$ cat src/rtl/id_ex_stage.sv
`default_nettype none
// +----------------------------------------------------------------------------+
// | Module      : id_ex_stage                                                  |
// | Description : ID->EX pipeline register with MEM/WB operand forwarding,    |
// |               load-use hazard detection and ALU operand selection.        |
// | Revision    : 1.0 - initial release                                        |
// +----------------------------------------------------------------------------+
module id_ex_stage #(
  parameter int DATA_W = 32,
  parameter int REG_AW = 5
) (
  input  logic              clk,
  input  logic              rst_n,
  input  logic              id_valid,
  input  logic [REG_AW-1:0] id_rs,
  input  logic [REG_AW-1:0] id_rt,
  input  logic              id_use_rs,
  input  logic              id_use_rt,
  input  logic [REG_AW-1:0] id_rd,
  input  logic [DATA_W-1:0] id_rs_data,
  input  logic [DATA_W-1:0] id_rt_data,
  input  logic [DATA_W-1:0] id_imm,
  input  logic [4:0]        id_shamt,
  input  logic              id_alusrc_a,
  input  logic              id_alusrc_b,
  input  logic [3:0]        id_aluc,
  input  logic              id_reg_write,
  input  logic              id_mem_read,
  input  logic              id_mem_write,
  input  logic              id_mem_to_reg,
  input  logic              flush,
  input  logic              ex_hold,
  input  logic              mem_reg_write,
  input  logic [REG_AW-1:0] mem_rd,
  input  logic [DATA_W-1:0] mem_result,
  input  logic              wb_reg_write,
  input  logic [REG_AW-1:0] wb_rd,
  input  logic [DATA_W-1:0] wb_result,
  output logic              id_stall,
  output logic              ex_valid,
  output logic [DATA_W-1:0] ex_a,
  output logic [DATA_W-1:0] ex_b,
  output logic [3:0]        ex_aluc,
  output logic [DATA_W-1:0] ex_store_data,
  output logic [REG_AW-1:0] ex_rd,
  output logic              ex_reg_write,
  output logic              ex_mem_read,
  output logic              ex_mem_write,
  output logic              ex_mem_to_reg
);

  // EX slot contents
  logic              r_valid;
  logic [REG_AW-1:0] r_rs;
  logic [REG_AW-1:0] r_rt;
  logic [REG_AW-1:0] r_rd;
  logic [DATA_W-1:0] r_rs_data;
  logic [DATA_W-1:0] r_rt_data;
  logic [DATA_W-1:0] r_imm;
  logic [4:0]        r_shamt;
  logic              r_alusrc_a;
  logic              r_alusrc_b;
  logic [3:0]        r_aluc;
  logic              r_reg_write;
  logic              r_mem_read;
  logic              r_mem_write;
  logic              r_mem_to_reg;

  logic              w_load_use;
  logic              w_bubble;
  logic [DATA_W-1:0] w_fwd_rs;
  logic [DATA_W-1:0] w_fwd_rt;

  // Load in EX whose destination is read by the instruction in ID
  always_comb begin
    w_load_use = id_valid & r_valid & r_mem_read & (r_rd != '0) &
                 ((id_use_rs & (id_rs == r_rd)) | (id_use_rt & (id_rt == r_rd)));
    id_stall   = w_load_use | ex_hold;
    // Flush always kills; a load-use bubble only when EX is free to advance
    w_bubble   = flush | (~ex_hold & w_load_use);
  end

  // Per-operand forwarding: the younger EX/MEM result beats MEM/WB; $0 is never forwarded
  always_comb begin
    w_fwd_rs = r_rs_data;
    if (mem_reg_write && (mem_rd != '0) && (mem_rd == r_rs))
      w_fwd_rs = mem_result;
    else if (wb_reg_write && (wb_rd != '0) && (wb_rd == r_rs))
      w_fwd_rs = wb_result;

    w_fwd_rt = r_rt_data;
    if (mem_reg_write && (mem_rd != '0) && (mem_rd == r_rt))
      w_fwd_rt = mem_result;
    else if (wb_reg_write && (wb_rd != '0) && (wb_rd == r_rt))
      w_fwd_rt = wb_result;
  end

  // EX register: reset/bubble clears, hold refreshes operand data only, else load from ID
  always_ff @(posedge clk) begin
    if (!rst_n || w_bubble) begin
      r_valid      <= 1'b0;
      r_rs         <= '0;
      r_rt         <= '0;
      r_rd         <= '0;
      r_rs_data    <= '0;
      r_rt_data    <= '0;
      r_imm        <= '0;
      r_shamt      <= '0;
      r_alusrc_a   <= 1'b0;
      r_alusrc_b   <= 1'b0;
      r_aluc       <= '0;
      r_reg_write  <= 1'b0;
      r_mem_read   <= 1'b0;
      r_mem_write  <= 1'b0;
      r_mem_to_reg <= 1'b0;
    end else if (ex_hold) begin
      // Capture forwarded values so a source retiring during the hold is not lost
      r_rs_data <= w_fwd_rs;
      r_rt_data <= w_fwd_rt;
    end else begin
      r_valid      <= id_valid;
      r_rs         <= id_rs;
      r_rt         <= id_rt;
      r_rd         <= id_rd;
      r_rs_data    <= id_rs_data;
      r_rt_data    <= id_rt_data;
      r_imm        <= id_imm;
      r_shamt      <= id_shamt;
      r_alusrc_a   <= id_alusrc_a;
      r_alusrc_b   <= id_alusrc_b;
      r_aluc       <= id_aluc;
      // An empty ID slot must never produce side effects downstream
      r_reg_write  <= id_reg_write  & id_valid;
      r_mem_read   <= id_mem_read   & id_valid;
      r_mem_write  <= id_mem_write  & id_valid;
      r_mem_to_reg <= id_mem_to_reg & id_valid;
    end
  end

  // ALU operand select; constant shifts take the amount from shamt on port a
  always_comb begin
    ex_a          = r_alusrc_a ? {{(DATA_W-5){1'b0}}, r_shamt} : w_fwd_rs;
    ex_b          = r_alusrc_b ? r_imm : w_fwd_rt;
    ex_store_data = w_fwd_rt;
  end

  assign ex_valid      = r_valid;
  assign ex_aluc       = r_aluc;
  assign ex_rd         = r_rd;
  assign ex_reg_write  = r_reg_write;
  assign ex_mem_read   = r_mem_read;
  assign ex_mem_write  = r_mem_write;
  assign ex_mem_to_reg = r_mem_to_reg;

endmodule
`default_nettype wire

$ cat config.mk
export PLATFORM = sky130hd
export DESIGN_NAME = id_ex_stage
export DESIGN_NICKNAME = d
export VERILOG_FILES = /design/src/rtl/id_ex_stage.sv
export SDC_FILE = /design/constraint.sdc
export NUM_CORES = 1
export LEC_CHECK = 0
export ABC_AREA = 1
export CORE_MARGIN = 2
export CORE_UTILIZATION = 35
export DETAILED_ROUTE_END_ITERATION = 8
export PLACE_DENSITY = 0.71
export SYNTH_ARGS = -nofsm -noshare
export SYNTH_HDL_FRONTEND = slang
export SYNTH_SLANG_ARGS = --single-unit
export TNS_END_PERCENT = 10
$ cat constraint.sdc
create_clock -name clk -period 2 [get_ports clk]
set_clock_uncertainty 0.1 [all_clocks]
set_input_delay 0.4 -clock clk [delete_from_list [all_inputs] [get_ports clk]]
set_output_delay 0.4 -clock clk [all_outputs]
set_load 0.005 [all_outputs]
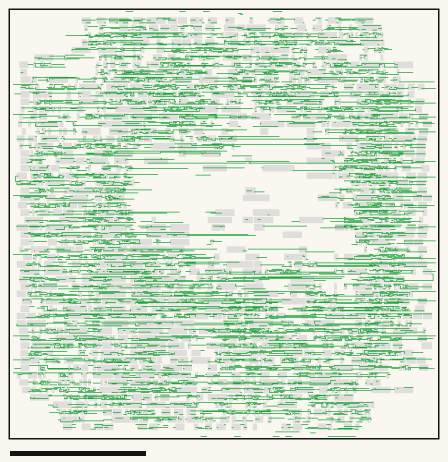
Figure 1: M1 wires.
Scale bar: 50 um.
- share of all routed wire: 41%
- nets with wire on the layer: 1,750
- longest straight run: 44.2 um

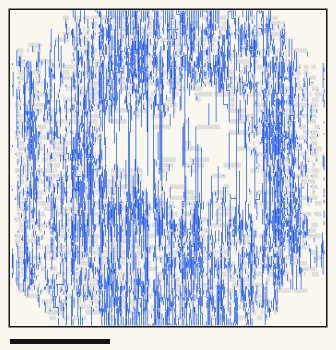
Figure 2: M2 wires.
Scale bar: 50 um.
- nets with wire on the layer: 1,563
- share of all routed wire: 48%
- longest straight run: 72.7 um

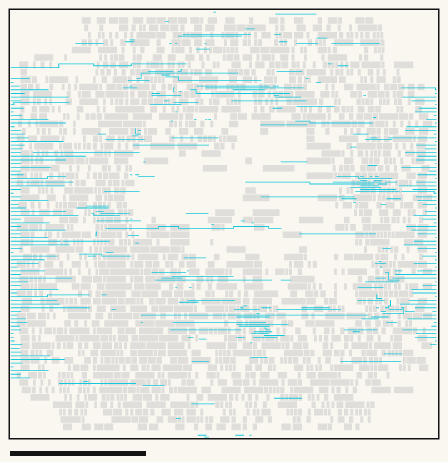
Figure 3: signal wires on met3.
Scale bar: 50 um.
- share of all routed wire: 8.5%
- nets with wire on the layer: 255

==> impl_metrics.py <==
# Flow results
metrics = {
    "outcome": {
        "status": "finished, violations left",
        "violations": "negative setup slack",
    },
    "cells_and_area": {
        "area.growth.synth_to_final_pct": 67.9,
        "final_util_pct": 59.4,
        "fill_cells": 2275,
        "mostFrequentLayoutCell": "nand2_1",
    },
    "global_route": {
        "antenna_found_initial": 3,
    },
    "drt": {
        "vias": 10400,
        "drc": 0,
        "top_layer_used": "met4",
        "wl_met1_mm": 14.2,
        "drtIter0Drc": 694,
    },
    "yosys": {
        "ys_cells": 1362,
        "syn_area_um2": 8250,
        "logic_family": "simple AND/OR/NAND/NOR gates",
        "aoi_share_pct": 5.70,
        "syn_inst": 1362,
        "adder_share_pct": 0,
        "ys_sh_xor_pct": 2.23,
        "yosys.area.top_type": "dfxtp_1",
        "mux_share_pct": 0,
        "syn_avg_cell_area_um2": 6.06,
    },
    "clock_network": {
        "clock_tree.buffer_depth": 2,
        "numCtsBuffers": 17,
    },
    "timing": {
        "worst_slack_ps": -739,
        "tightest_slew_ps": 461,
        "max_slew_margin_pct": 69.2,
        "report.final.setup_viol": 97,
        "slew_viol_final": 0,
    },
    "floorplan": {
        "num_rows": 56,
        "fp_util_pct": 35.4,
        "io_pins": 320,
        "die_x_um": 158,
    },
    "power_and_ir_drop": {
        "ir_worst_vdd_mv": 0.481,
        "power.total_w": 0.00799,
    },
    "place": {
        "hpwlAfterDp_mm": 22.4,
        "placed_cell_area_um2": 12400,
        "port_buffers": 319,
        "pre_cts_slack_ps": -1190,
    },
    "worst_setup_path": {
        "cp_top_family": "buffers and inverters",
        "worst-setup-path-type": "input port to primary output",
        "startpoint_type": "input port",
        "crit_start": "mem_rd[2]",
        "end_kind": "primary output",
    },
    "worst_hold_path": {
        "min_from": "r_shamt[2]",
    },
    "flow_run": {
        "log.warning_count": 28,
    },
}
-- power by group through the flow --
| stage | Sequential (W) | Clock, W | Combinational [W] |
|---|---|---|---|
| 2_1_floorplan | 0.00272 | 0 | 0.000786 |
| 3_3_place_gp | 0.00273 | 0 | 0.00187 |
| 3_5_place_dp | 0.00273 | 0 | 0.00188 |
| 4_1_cts | 0.00268 | 0.00334 | 0.00192 |
| 5_1_grt | 0.00269 | 0.00347 | 0.00217 |
| 6_report | 0.00268 | 0.00330 | 0.00201 |
-- layout make-up --
class / count / share of cell area (%)
Multi-Input combinational cell: 961 / 36.7
Timing Repair Buffer: 457 / 32.6
Sequential cell: 127 / 18.5
Inverter: 180 / 4.90
Clock buffer: 18 / 3.10
Tap cell: 319 / 2.88
Clock inverter: 14 / 1.31
Antenna cell: 3 / 0.0542
Power figures rest on the tool's default switching activity, not on a simulated workload.
